File: src/rtl/audio_pkg.sv
// Shared audio-path constants and the sampler FSM state type.
package audio_pkg;

  localparam int CODE_WIDTH = 10;
  localparam int WINDOW_LEN = 1 << CODE_WIDTH;
  localparam int MID_SCALE  = 512;

  typedef enum logic [0:0] {
    IDLE = 1'b0,
    RUN  = 1'b1
  } ph_t;

endpackage

File: src/rtl/pwm_core.sv
// PWM comparator: output is high for the first `duty` counts of each window.
module pwm_core #(
  parameter int CODE_WIDTH = audio_pkg::CODE_WIDTH
) (
  input  logic                  run,
  input  logic [CODE_WIDTH-1:0] cnt,
  input  logic [CODE_WIDTH-1:0] duty,
  output logic                  pwm
);

  assign pwm = run && (cnt < duty);

endmodule

File: src/rtl/pwm_dac_sampler.sv
// NCO sample consumer: requests one code per SAMPLE_DIV PWM windows, latches it
// one cycle after the request and plays it out as a PWM duty.
//
// state | meaning
// IDLE  | paused, outputs muted, counters cleared, duty held
// RUN   | window counter running, PWM active, samples fetched
module pwm_dac_sampler #(
  parameter int CODE_WIDTH = audio_pkg::CODE_WIDTH,
  parameter int SAMPLE_DIV = 1,
  parameter int RST_DUTY   = audio_pkg::MID_SCALE
) (
  input  logic                  clk,
  input  logic                  rst,
  input  logic                  en,
  input  logic [CODE_WIDTH-1:0] code,
  output logic                  next_sample,
  output logic                  pwm,
  output logic                  window_start,
  output logic [CODE_WIDTH-1:0] duty
);

  import audio_pkg::*;

  localparam int DIV_W = $clog2(SAMPLE_DIV) + 1;
  localparam logic [CODE_WIDTH-1:0] CNT_MAX  = '1;
  localparam logic [CODE_WIDTH-1:0] CNT_REQ  = CNT_MAX - CODE_WIDTH'(1);
  localparam logic [DIV_W-1:0]      DIV_LAST = DIV_W'(SAMPLE_DIV - 1);

  ph_t                   ph;
  logic [CODE_WIDTH-1:0] cnt;
  logic [CODE_WIDTH-1:0] duty_q;
  logic [DIV_W-1:0]      div;
  logic                  run;
  logic                  last_win;
  logic                  capture;

  assign run          = (ph == RUN);
  assign last_win     = (div == DIV_LAST);
  assign next_sample  = run && (cnt == CNT_REQ) && last_win;
  assign window_start = run && (cnt == '0);
  assign duty         = duty_q;

  // Code is valid only in the cycle after the request; a pause on that edge skips it.
  assign capture = run && en && (cnt == CNT_MAX) && last_win;

  always_ff @(posedge clk or negedge rst) begin
    if (!rst) begin
      ph     <= IDLE;
      cnt    <= '0;
      div    <= '0;
      duty_q <= CODE_WIDTH'(RST_DUTY);
    end else begin
      case (ph)
        IDLE: begin
          if (en) ph <= RUN;
        end
        RUN: begin
          if (!en) begin
            ph  <= IDLE;
            cnt <= '0;
            div <= '0;
          end else begin
            cnt <= cnt + CODE_WIDTH'(1);
            if (cnt == CNT_MAX) div <= last_win ? '0 : div + DIV_W'(1);
            if (capture) duty_q <= code;
          end
        end
        default: ph <= IDLE;
      endcase
    end
  end

  pwm_core #(
    .CODE_WIDTH (CODE_WIDTH)
  ) u_pwm_core (
    .run  (run),
    .cnt  (cnt),
    .duty (duty_q),
    .pwm  (pwm)
  );

endmodule

File: config.mk
export PLATFORM = sky130hd
export DESIGN_NAME = pwm_dac_sampler
export DESIGN_NICKNAME = d
export VERILOG_FILES = /design/src/rtl/audio_pkg.sv /design/src/rtl/pwm_core.sv /design/src/rtl/pwm_dac_sampler.sv
export SDC_FILE = /design/constraint.sdc
export NUM_CORES = 1
export LEC_CHECK = 0
export ABC_AREA = 0
export CORE_MARGIN = 5
export CORE_UTILIZATION = 54
export CTS_CLUSTER_SIZE = 28
export DETAILED_ROUTE_END_ITERATION = 8
export PLACE_DENSITY = 0.84
export SLEW_MARGIN = 30
export SYNTH_ARGS = -nofsm -noshare
export SYNTH_HDL_FRONTEND = slang
export SYNTH_SLANG_ARGS = --single-unit
File: constraint.sdc
create_clock -name clk -period 5 [get_ports clk]
set_input_delay 1 -clock clk [delete_from_list [all_inputs] [get_ports clk]]
set_output_delay 1 -clock clk [all_outputs]
set_load 0.02 [all_outputs]
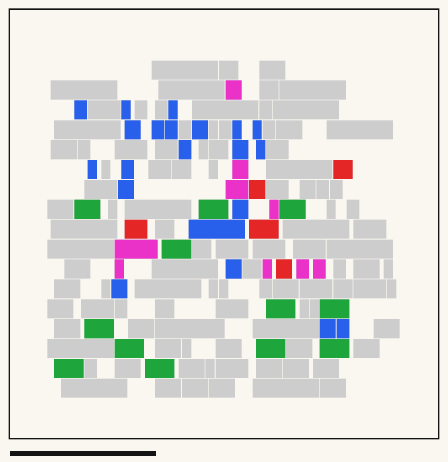
Fig. 1. Logic cells by family.
Scale bar: 20 um.
legend:
  mux cells:
    colour: green
    cells: 12
  nand cells:
    colour: blue
    cells: 21
  nor cells:
    colour: magenta
    cells: 9
  and/or cells:
    colour: red
    cells: 5
most instantiated logic cell after routing: sky130_fd_sc_hd__clkdlybuf4s50_1
post-route insts no fill: 176
combinational share of cell area: 42.95%

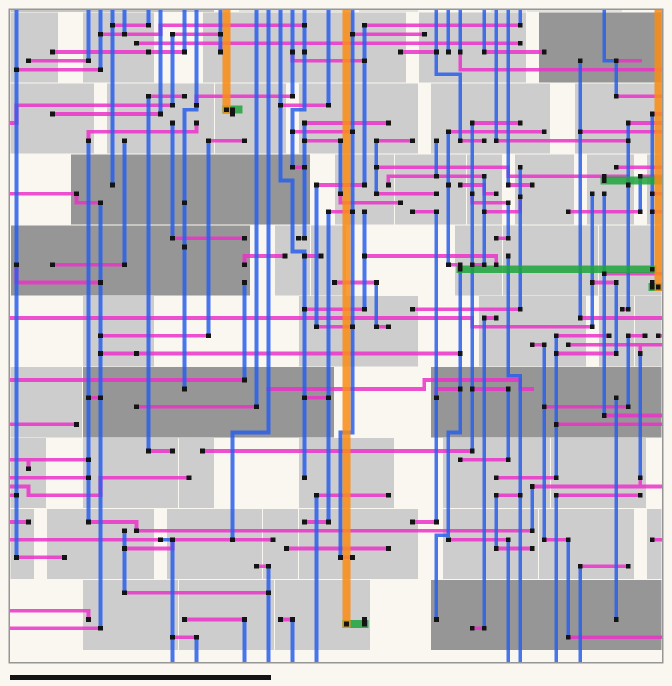
Fig. 2. A small window of the routed layout.
Scale bar: 10 um. Region (17, 5) to (42, 30) um. Cells in grey, sequential cells in the stronger grey; small squares are vias.
legend:
  M3:
    colour: green
  M1:
    colour: magenta
  M4:
    colour: orange
  M2:
    colour: blue
sequential cells in the window: 6
most frequent: clkdlybuf4s50_1 (11), inv_1 (6), ha_1 (6)
cells with their middle in the window: 46
netlist names of flops here include: duty (5), cnt (1)

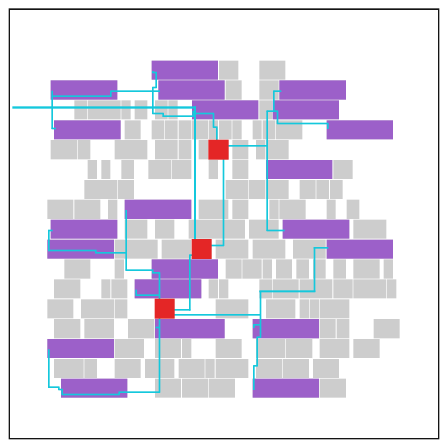
Fig. 3. Clock network drawn from the DEF.
legend:
  flip-flops:
    colour: purple
    count: 21
  clock wires:
    colour: cyan
    length: 269 um
  clock-net drivers:
    colour: red
    count: 3
routed clock nets: 4
final setup skew: 7.318 ps
Clk power: 0.0832 mW
clk latency late pin: 300 ps
clock network fraction of total power: 23.8%

==> results_slide.txt <==
Physical Implementation Snapshot

Synthesis
  • Cell accounting for the most synthesized area: sky130_fd_sc_hd__dfrtp_1
  • Most frequent cell after synthesis: sky130_fd_sc_hd__dfrtp_1
  • Number of distinct standard cells referenced by the synthesized netlist: 34

Pwr
  • Post-route total power: 0.3501 mW
  • Power share of the combinational group: 20.9%
  • Power in sequential cells: 0.194 mW
  • Sequential group share of total power: 55.4%
  • Highest ir drop seen on vdd: 0.0001617 V

Floorplan
  • Number of standard-cell rows in the floorplan: 17

Timing
  • Maximum operating frequency: 280.9 MHz
  • Max_slew headroom: 66.35%
  • Smallest hold slack: 558.7 ps
  • Setup repair after global routing missed its margin: false

CTS
  • Number of buffers created by CTS: 3
  • CTS sink count: 21
  • Count of hold-fix buffers inserted at cts: 0
  • Count of instances resized after the clock tree is built: 0

Finish
  • Buffer share of cell area: 15.79%
  • Flip-flop and latch area: 526.8 um2
  • Nets: 174

Run status
  • Outcome: complete, no violations

Worst setup path
  • Critical path required time: 4000 ps

Job
  • Total tool warning count: 28
Power and IR drop assume default switching activity.
